### config.mk
export PLATFORM = sky130hd
export DESIGN_NAME = core_mc
export DESIGN_NICKNAME = d
export VERILOG_FILES = /design/src/rtl/core_mc.sv
export SDC_FILE = /design/constraint.sdc
export NUM_CORES = 1
export LEC_CHECK = 0
export CORE_AREA = 2 2 86 88
export CTS_BUF_LIST = sky130_fd_sc_hd__clkbuf_16
export CTS_CLUSTER_SIZE = 28
export DETAILED_ROUTE_END_ITERATION = 10
export DIE_AREA = 0 0 88 90
export DONT_BUFFER_PORTS = 1
export GPL_TIMING_DRIVEN = 0
export PLACE_DENSITY = 0.77
export SYNTH_ARGS = -nofsm -noshare
export SYNTH_HDL_FRONTEND = slang
export SYNTH_SLANG_ARGS = --single-unit
### constraint.sdc
create_clock -name clk -period 4.45 [get_ports clk]
set_input_delay 0.445 -clock clk [delete_from_list [all_inputs] [get_ports clk]]
set_output_delay 0.445 -clock clk [all_outputs]
set_load 0.05 [all_outputs]
### src/rtl/core_mc.sv
// core_mc: multi-cycle accumulator-style core. It fetches each instruction from an
// external memory over a req/ack handshake and executes it the cycle after.
// The state sequence is IDLE -> FETCH <-> EXEC -> HALTED.

module core_mc #(
  parameter int unsigned IW  = 8,   // instruction width, IW >= 3 + 2*RFW
  parameter int unsigned IMW = 4,   // pc / instruction-address width
  parameter int unsigned DW  = 8,   // data width, DW >= IMW
  parameter int unsigned RFW = 2,   // register-address width
  parameter int unsigned CW  = 16   // retired-instruction counter width
) (
  input  logic           clk,
  input  logic           rst,
  input  logic           start,
  output logic           im_req,
  output logic [IMW-1:0] im_addr,
  input  logic           im_ack,
  input  logic [IW-1:0]  im_data,
  output logic           halted,
  output logic           busy,
  output logic [IMW-1:0] pc,
  output logic [CW-1:0]  instret,
  input  logic [RFW-1:0] dbg_addr,
  output logic [DW-1:0]  dbg_data
);

  localparam int unsigned IMMW = IW - 3 - RFW;
  localparam int unsigned NREG = 2 ** RFW;

  localparam logic [2:0] OpAdd  = 3'b000;
  localparam logic [2:0] OpSub  = 3'b001;
  localparam logic [2:0] OpNand = 3'b010;
  localparam logic [2:0] OpMov  = 3'b011;
  localparam logic [2:0] OpLi   = 3'b100;
  localparam logic [2:0] OpAddi = 3'b101;
  localparam logic [2:0] OpBnz  = 3'b110;
  localparam logic [2:0] OpHalt = 3'b111;

  typedef enum logic [1:0] {StIdle, StFetch, StExec, StHalted} state_e;

  state_e          state_q;
  logic [IMW-1:0]  pc_q;
  logic [IW-1:0]   ir_q;
  logic [CW-1:0]   instret_q;
  logic [DW-1:0]   regs_q [NREG];
  logic            im_req_q;
  logic            halted_q;
  logic            busy_q;

  // Instruction fields; imm overlaps the low bits of the rs1 field.
  logic [2:0]      op;
  logic [RFW-1:0]  rd;
  logic [RFW-1:0]  rs1;
  logic [IMMW-1:0] imm;
  logic [DW-1:0]   rd_val;
  logic [DW-1:0]   rs1_val;

  assign op      = ir_q[IW-1 -: 3];
  assign rd      = ir_q[IW-4 -: RFW];
  assign rs1     = ir_q[IW-4-RFW -: RFW];
  assign imm     = ir_q[IMMW-1:0];
  assign rd_val  = regs_q[rd];
  assign rs1_val = regs_q[rs1];

  logic           wr_en;
  logic [DW-1:0]  wr_data;
  logic [IMW-1:0] pc_next;

  // Execute-stage datapath: register write value and next pc for the held instruction.
  always_comb begin
    wr_en   = 1'b1;
    wr_data = '0;
    pc_next = pc_q + IMW'(1);
    case (op)
      OpAdd:   wr_data = rd_val + rs1_val;
      OpSub:   wr_data = rd_val - rs1_val;
      OpNand:  wr_data = ~(rd_val & rs1_val);
      OpMov:   wr_data = rs1_val;
      OpLi:    wr_data = DW'(imm);
      OpAddi:  wr_data = rd_val + DW'($signed(imm));
      OpBnz: begin
        wr_en = 1'b0;
        if (rd_val != '0) pc_next = rs1_val[IMW-1:0];
      end
      OpHalt: begin
        wr_en   = 1'b0;
        pc_next = pc_q;
      end
      default: wr_en = 1'b0;
    endcase
  end

  // Control FSM, architectural state and registered status outputs.
  always_ff @(posedge clk) begin
    if (rst) begin
      state_q   <= StIdle;
      pc_q      <= '0;
      ir_q      <= '0;
      instret_q <= '0;
      im_req_q  <= 1'b0;
      halted_q  <= 1'b0;
      busy_q    <= 1'b0;
      for (int i = 0; i < NREG; i++) regs_q[i] <= '0;
    end else begin
      unique case (state_q)
        StIdle: begin
          if (start) begin
            pc_q     <= '0;
            state_q  <= StFetch;
            im_req_q <= 1'b1;
            busy_q   <= 1'b1;
          end
        end
        StFetch: begin
          if (im_ack) begin
            ir_q     <= im_data;
            state_q  <= StExec;
            im_req_q <= 1'b0;
          end
        end
        StExec: begin
          instret_q <= instret_q + CW'(1);
          if (op == OpHalt) begin
            state_q  <= StHalted;
            busy_q   <= 1'b0;
            halted_q <= 1'b1;
          end else begin
            if (wr_en) regs_q[rd] <= wr_data;
            pc_q     <= pc_next;
            state_q  <= StFetch;
            im_req_q <= 1'b1;
          end
        end
        StHalted: begin
          // Restart keeps registers and instret; only pc is cleared.
          if (start) begin
            pc_q     <= '0;
            state_q  <= StFetch;
            im_req_q <= 1'b1;
            busy_q   <= 1'b1;
            halted_q <= 1'b0;
          end
        end
        default: state_q <= StIdle;
      endcase
    end
  end

  assign im_req   = im_req_q;
  assign im_addr  = pc_q;
  assign pc       = pc_q;
  assign instret  = instret_q;
  assign halted   = halted_q;
  assign busy     = busy_q;
  assign dbg_data = regs_q[dbg_addr];

endmodule
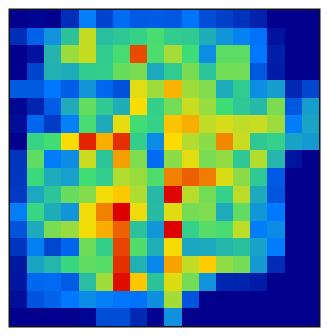
run_1/wire_density.png
18 x 18 tiles, from dark blue (low) to red (high), scaled to the fullest tile. Values are wire area over tile area, all layers added.
emptiest ninth of the die: bottom right
densest ninth of the die: middle
mean over tiles: 0.22
nearly empty tiles: 16%
fullest tile: 0.59
tiles over half the peak: 34%

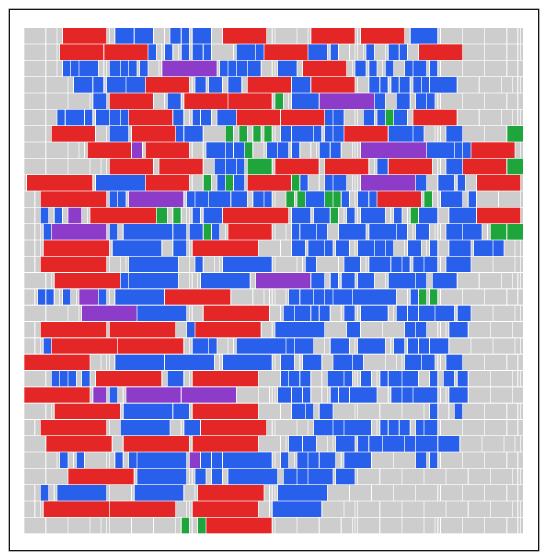
run_1/cell_classes.png
Fill, decap, tap and diode cells in gray.
| color | class | cells |
|---|---|---|
| green | other buffers and delay cells | 29 |
| red | flip-flops | 69 |
| blue | all other logic | 318 |
| purple | clock drivers and dummy loads | 15 |

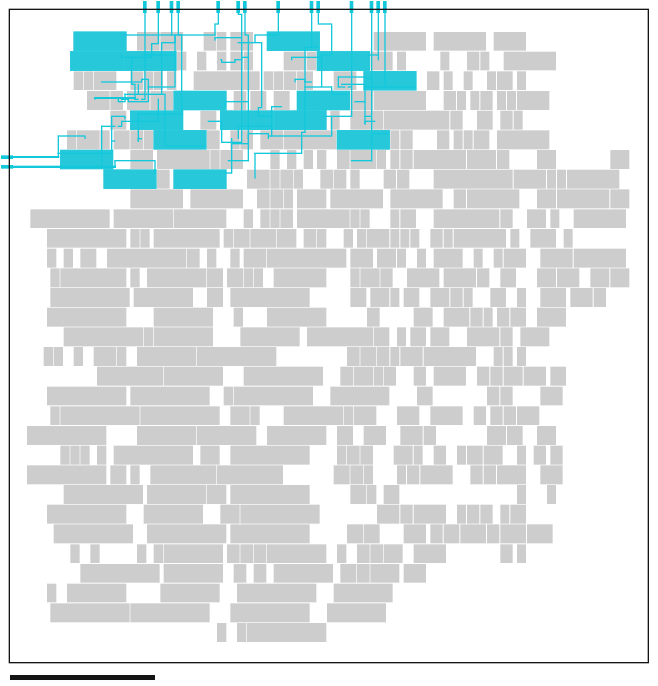
run_1/port_nets.png
Bar = 20 um.
| color | port | bits | direction | edge | end cells | buffers | wire |
|---|---|---|---|---|---|---|---|
| cyan | instret | 16 | output | 14 top, 2 left | 16 | 0 | 479 um |

==> results.json, run 1 <==
{
  "drtIter0Drc": 358,
  "required_ns": 4.62,
  "grt_pass1_vias": 3358,
  "drc_errors": 0,
  "share_of_the_final_layout_cell_area_in_sequential_cells_pct": 37.4,
  "drive_gt1_share_pct": 12.3,
  "boundaryPins": 49,
  "outcome": "finished, final reports clean",
  "clock_tree_buf_depth": 2,
  "grt_setup_unrepaired": "no",
  "ys_types": 51,
  "grt_most_used_layer": "met2",
  "netlist_area_um2": 4140,
  "n_antenna_cell": 0,
  "final_critical_path_setup_slack_ns": 0.495,
  "largest_reg_flops": 32,
  "largest_register": "regs_q",
  "area.share.combinational_pct": 49.7,
  "post-route-cell-area_um2": 4550,
  "grt_start_max_net_pins": 13,
  "grt_use_total_pct": 27.8,
  "pre_cts_ws_ns": 0.556,
  "final_core_utilization_pct": 64.8,
  "power.sequential.fraction_pct": 33.8,
  "number_of_combinational_gates_with_multiple_inputs": 306,
  "leakage_nw": 1.64,
  "grt_use_met2_pct": 43.9,
  "final_common_cell": "sky130_fd_sc_hd__nor2_1",
  "grt_pass1_wl_um": 16800,
  "cellInternalPower_mw": 1.52,
  "netlist.area_leader.share_pct": 23.2,
  "grtUsageMet1_pct": 36.3,
  "fin_hold_ws_ns": 0.258,
  "wl_met1_um": 3950,
  "area_share_nonclk_buffers_pct": 2.92,
  "yosysWarningCount": 0,
  "totalNegativeSetupSlack_ns": 0,
  "final-comb-area_um2": 2260,
  "drv_slew": 0,
  "power.share.clock_pct": 28.1,
  "vias": 3417,
  "floorplan.die.width_um": 88,
  "path_class": "reg2reg",
  "clock_latency_ns": 0.33,
  "signal_buffers": 29,
  "r2r.worst_path.cells": 13,
  "area.growth.synth_to_final_pct": 9.92
}
[run 1: critical path, stage by stage (launching register included)]
cell	delay (ns)
sky130_fd_sc_hd__dfxtp_1	0.30
sky130_fd_sc_hd__clkbuf_1	0.47
sky130_fd_sc_hd__mux4_2	0.41
sky130_fd_sc_hd__inv_1	0.11
sky130_fd_sc_hd__ha_1	0.29
sky130_fd_sc_hd__mux2i_1	0.06
sky130_fd_sc_hd__o21ai_0	0.34
sky130_fd_sc_hd__ha_1	0.30
sky130_fd_sc_hd__a21o_1	0.16
sky130_fd_sc_hd__a21oi_1	0.22
sky130_fd_sc_hd__o21ai_0	0.20
sky130_fd_sc_hd__o31a_1	0.29
sky130_fd_sc_hd__o41a_1	0.47
sky130_fd_sc_hd__a21oi_1	0.18
==> run 2, diff against run 1 <==
--- a/config.mk
+++ b/config.mk
@@ -14,4 +14,6 @@
 export GPL_TIMING_DRIVEN = 0
 export PLACE_DENSITY = 0.77
+export SKIP_LAST_GASP = 1
+export SLEW_MARGIN = 0
 export SYNTH_ARGS = -nofsm -noshare
 export SYNTH_HDL_FRONTEND = slang
==> constraint.sdc (replaced) <==
create_clock -name clk -period 4.45 [get_ports clk]
set_input_delay 0.445 -clock clk [delete_from_list [all_inputs] [get_ports clk]]
set_output_delay 0.445 -clock clk [all_outputs]
set_load 0.1 [all_outputs]
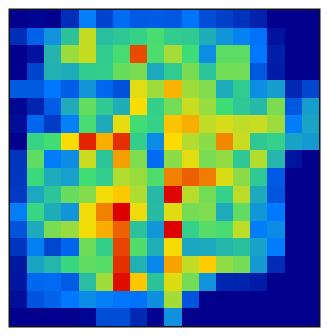
run_2/wire_density.png
18 x 18 tiles, from dark blue (low) to red (high), scaled to the fullest tile. Values are wire area over tile area, all layers added.
tiles over half the peak: 34%
densest ninth of the die: middle
fullest tile: 0.59
mean over tiles: 0.22

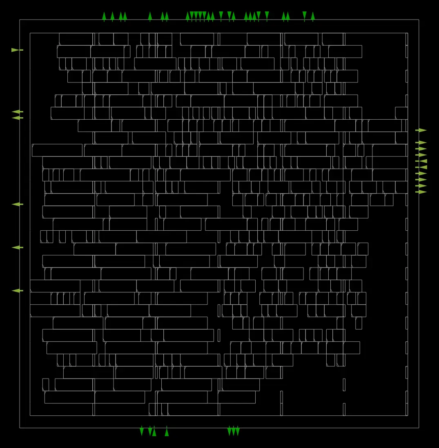
run_2/final_placement.png
flip-flops: 69
Layout Utilization: 64.8%
number of fill cells in the layout: 556
post-route insts no fill: 530

==> run 2 against run 1 <==
Net effect: clock skew stayed put; sequential share of layout area stayed put; core utilization stayed put; register-to-register slack hardly changed; sequential cell count stayed put.
==> results.json, run 2 <==
{
  "outcome": "finished, final reports clean",
  "path_depth": 13,
  "drtIter0Drc": 358,
  "drc_errors": 0,
  "leakage_nw": 1.64,
  "h_tree_levels": 3,
  "grt_use_met2_pct": 43.9,
  "clock-root-buffer": "sky130_fd_sc_hd__clkbuf_16",
  "comb-power_mw": 0.998,
  "netlist.area_leader.share_pct": 23.2,
  "common_cells": "sky130_fd_sc_hd__nor2_1 (63), sky130_fd_sc_hd__dfxtp_1 (37), sky130_fd_sc_hd__a21oi_1 (36)",
  "postSynth.asyncResetShare_pct": 0,
  "grt_start_max_net_pins": 13,
  "hold_path_class": "in2reg",
  "synth_cells": 416,
  "power.density_cell_area_nw_per_um2": 571,
  "boundaryPins": 49,
  "port_buffers": 0,
  "gp_routability_congestion": 0.912,
  "totalNegativeSetupSlack_ns": 0,
  "path_class": "reg2reg",
  "final_min_period_over_clock_period_pct": 88.9,
  "largest_register": "regs_q",
  "met3WireLength_um": 946,
  "grt_most_used_layer": "met2",
  "clkSinkCount": 69,
  "layout_nets": 455,
  "grt_pass1_vias": 3358,
  "cts.repair_timing.setup_buffer_count": 0,
  "timing.critical_path.from_type": "flop",
  "detail-route-antenna-nets": 0,
  "grt_pass1_wl_um": 16800,
  "drv_slew": 0,
  "cp.arrival_ns": 4.13,
  "worstSetupEndpoint": "regs_q[0][7]",
  "chip_area_um2": 7920,
  "grt_use_total_pct": 27.8,
  "floorplan.die.width_um": 88,
  "log.warning_count": 28,
  "p_clk_mw": 0.702,
  "netlist_area_um2": 4140,
  "worst_setup_path_end_kind": "flop",
  "topCombFamilyByArea": "simple AND/OR/NAND/NOR gates",
  "floorplanUtilization_pct": 58.9,
  "std_cell_rows": 31,
  "n_antenna_cell": 0,
  "area.growth.synth_to_final_pct": 9.92,
  "holdPathStages": 2,
  "worstPathCellList": "clkbuf_1 > mux4_2 > inv_1 > ha_1 > mux2i_1 > o21ai_0 > ha_1 > a21o_1 > a21oi_1 > o21ai_0 > o31a_1 > o41a_1 > a21oi_1",
  "coreArea_um2": 7020,
  "r2r.worst_path.cells": 13,
  "postRouteWirelength_um": 10500,
  "grtUsageMet1_pct": 36.3,
  "wl_met1_um": 3950,
  "yosysSeqAreaShare_pct": 41.1,
  "slowest_delay_ns": 0.47,
  "clock_latency_ns": 0.33,
  "sw_frac_of_total_pct": 41.4,
  "slowest_stage": "sky130_fd_sc_hd__clkbuf_1",
  "final-comb-area_um2": 2260,
  "drv.max_cap_violation_count": 0,
  "iteration_tally_of_the_first_detailed_router_pass": 5,
  "ys_dominant_reg_cell": "sky130_fd_sc_hd__dfxtp_1",
  "worst-path-buf-inv": 2,
  "cellInternalPower_mw": 1.52,
  "synth-seq-cells": 69,
  "final_common_cell": "sky130_fd_sc_hd__nor2_1",
  "clock_tree_buf_depth": 2,
  "power.share.clock_pct": 27.1,
  "path_max_fanout": 8,
  "largest_reg_flops": 32,
  "ys_types": 51,
  "required_ns": 4.62,
  "power.sequential.fraction_pct": 34.5,
  "yosysWarningCount": 0,
  "number_of_cts_inserted_buffers": 9,
  "vias": 3417,
  "drive_gt1_share_pct": 12.3,
  "cp_top_family": "AND-OR/OR-AND gates",
  "synth.largest_area_cell": "sky130_fd_sc_hd__edfxtp_1",
  "antenna_found_initial": 0,
  "critical_path.reg2reg.endpoint": "regs_q[0][7]",
  "met2_length_um": 5280,
  "synth.top_cells.by_area": "sky130_fd_sc_hd__edfxtp_1 (23%), sky130_fd_sc_hd__dfxtp_1 (18%), sky130_fd_sc_hd__mux4_2 (13%), sky130_fd_sc_hd__nor2_1 (5.7%), sky130_fd_sc_hd__a21oi_1 (4.4%)",
  "grt_setup_unrepaired": "no",
  "routedWlPerCell_um": 19.7
}
==> run 2: cell counts after synthesis <==
No cell type changed its count.
==> run 2: metrics by stage <==
step	hold slack [ns]	setup slack, ns	area [um2]	power (mW)	instances
finish	0.258	0.495	4550	2.60	530
global route	0.261	0.234	4550	2.73	530
CTS	0.247	0.535	4550	2.59	530
detailed placement	0.479	0.556	4260	1.87	515
global placement	0.478	0.710	4260	1.84	515
floorplan	0.447	1.13	4140	1.66	416
==> run 2: layout make-up <==
class	count	area share [%]
inverter	12	0.990
multi-input combinational	306	49.7
clock inverter	6	1.35
sequential	69	37.4
clock buffer	9	4.95
tap	99	2.72
buffer	29	2.92
run_2/cell_classes.png
Fill, decap, tap and diode cells in gray.
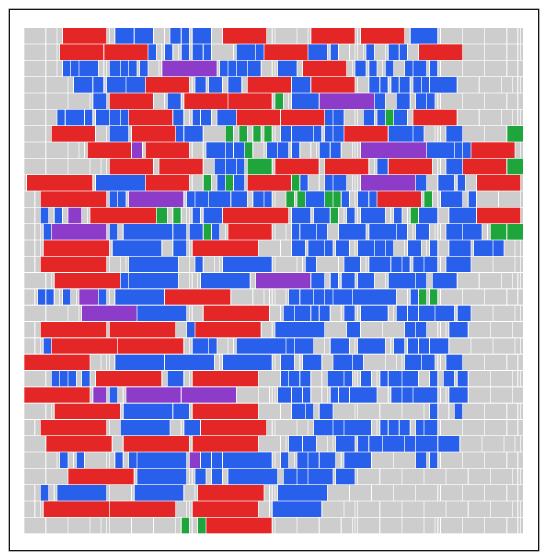

==> run 3, diff against run 2 <==
clock period = 3.9 ns   (was 4.45 ns; I/O delays follow)
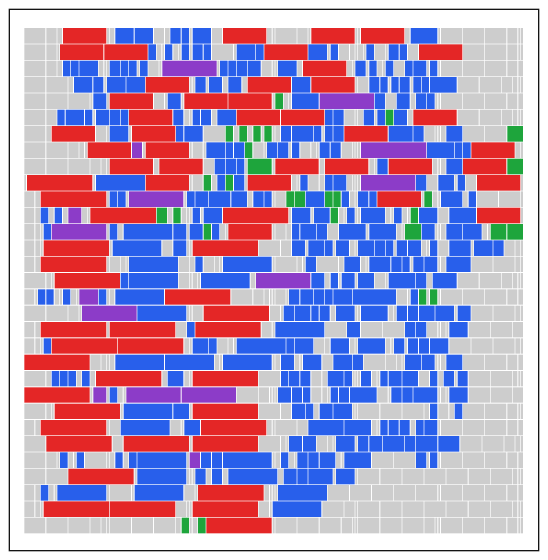
run_3/cell_classes.png
Fill, decap, tap and diode cells in gray.
| color | class | cells |
|---|---|---|
| purple | clock drivers and dummy loads | 15 |
| green | other buffers and delay cells | 29 |
| blue | all other logic | 318 |
| red | flip-flops | 69 |

==> run 3 against run 2 <==
Net effect: die area unchanged; cell count unchanged; critical path depth unchanged.
==> results.json, run 3 <==
{
  "cp_top_family": "AND-OR/OR-AND gates",
  "synth-seq-cells": 69,
  "cp.arrival_ns": 3.88,
  "placed_cells": 515,
  "post-route-cell-area_um2": 4570,
  "path_class": "reg2reg",
  "clkSinkCount": 69,
  "drc_errors": 0,
  "h_tree_levels": 3,
  "topCombFamilyByArea": "simple AND/OR/NAND/NOR gates",
  "area.growth.synth_to_final_pct": 10.4,
  "critical_path.reg2reg.endpoint": "regs_q[0][7]",
  "power.sequential.fraction_pct": 34.4,
  "drv.max_cap_violation_count": 0,
  "final_critical_path_setup_slack_ns": 0.195,
  "clock-root-buffer": "sky130_fd_sc_hd__clkbuf_16",
  "ys_dominant_reg_cell": "sky130_fd_sc_hd__dfxtp_1",
  "post_layout_nonfiller_instances": 530,
  "floorplanUtilization_pct": 58.9,
  "grt_pass1_wl_um": 16800,
  "layout_nets": 455,
  "clock_latency_ns": 0.33,
  "vias": 3418,
  "power.density_cell_area_nw_per_um2": 653,
  "cts.repair_timing.setup_buffer_count": 0,
  "worstPathCellList": "buf_6 > mux4_2 > inv_1 > ha_1 > mux2i_1 > o21ai_0 > ha_1 > a21o_1 > a21oi_2 > o21ai_0 > o31a_1 > o41a_1 > a21oi_1",
  "grt_use_total_pct": 27.8,
  "required_ns": 4.08,
  "cellInternalPower_mw": 1.75,
  "yosysWarningCount": 0,
  "sw_frac_of_total_pct": 41.4,
  "largest_reg_flops": 32,
  "grt_start_max_net_pins": 13,
  "largest_register": "regs_q",
  "grt_most_used_layer": "met2",
  "common_cells": "sky130_fd_sc_hd__nor2_1 (63), sky130_fd_sc_hd__dfxtp_1 (37), sky130_fd_sc_hd__a21oi_1 (36)",
  "outcome": "finished, final reports clean",
  "wl_met1_um": 4010,
  "iteration_tally_of_the_first_detailed_router_pass": 6,
  "power.share.clock_pct": 26.9,
  "grt_pass1_vias": 3357,
  "worstSetupEndpoint": "regs_q[0][7]",
  "worst_setup_path_end_kind": "flop"
}
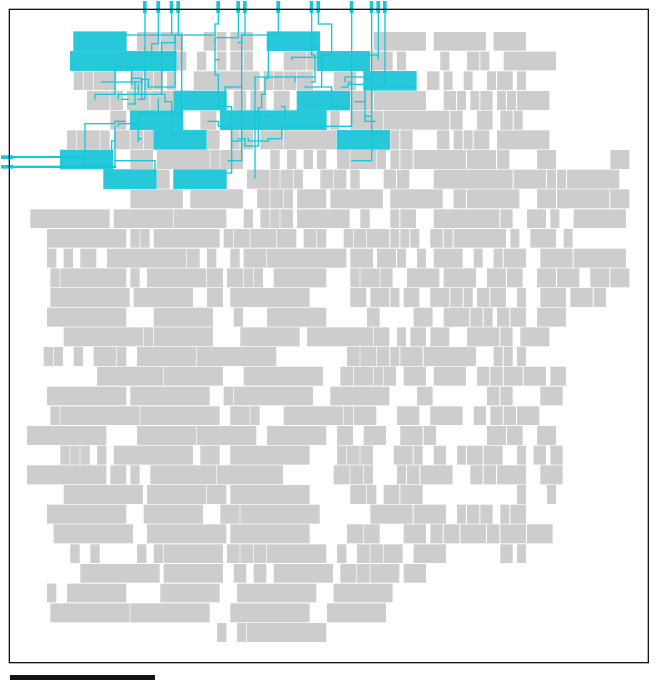
run_3/port_nets.png
Bar = 20 um.
| color | port | bits | direction | edge | end cells | buffers | wire |
|---|---|---|---|---|---|---|---|
| cyan | instret | 16 | output | 14 top, 2 left | 16 | 0 | 461 um |
I/O pin total: 49
count of port buffers added during placement: 0

run 3: cell count changes in the layout (fill, tap and decap cells not counted):
cell	delta
sky130_fd_sc_hd__a21oi_1	-2
sky130_fd_sc_hd__a21oi_2	+2
sky130_fd_sc_hd__clkbuf_1	-2
sky130_fd_sc_hd__buf_4	+1
sky130_fd_sc_hd__clkbuf_2	+1
sky130_fd_sc_hd__xor2_1	-1
sky130_fd_sc_hd__xor2_2	+1
run 3: final cells by class:
class                   count  area (um2)  area share [%]
well taps                  99         124            2.71
repair buffers              1        7.51           0.164
clock buffers               9         225            4.93
inverters                  12        45.0           0.986
plain buffers              28         130            2.85
flip-flops and latches     69        1700            37.3
clock inverters             6        61.3            1.34
multi-input cells         306        2270            49.8
No activity file was given, so power comes from the tool's default toggle rates.
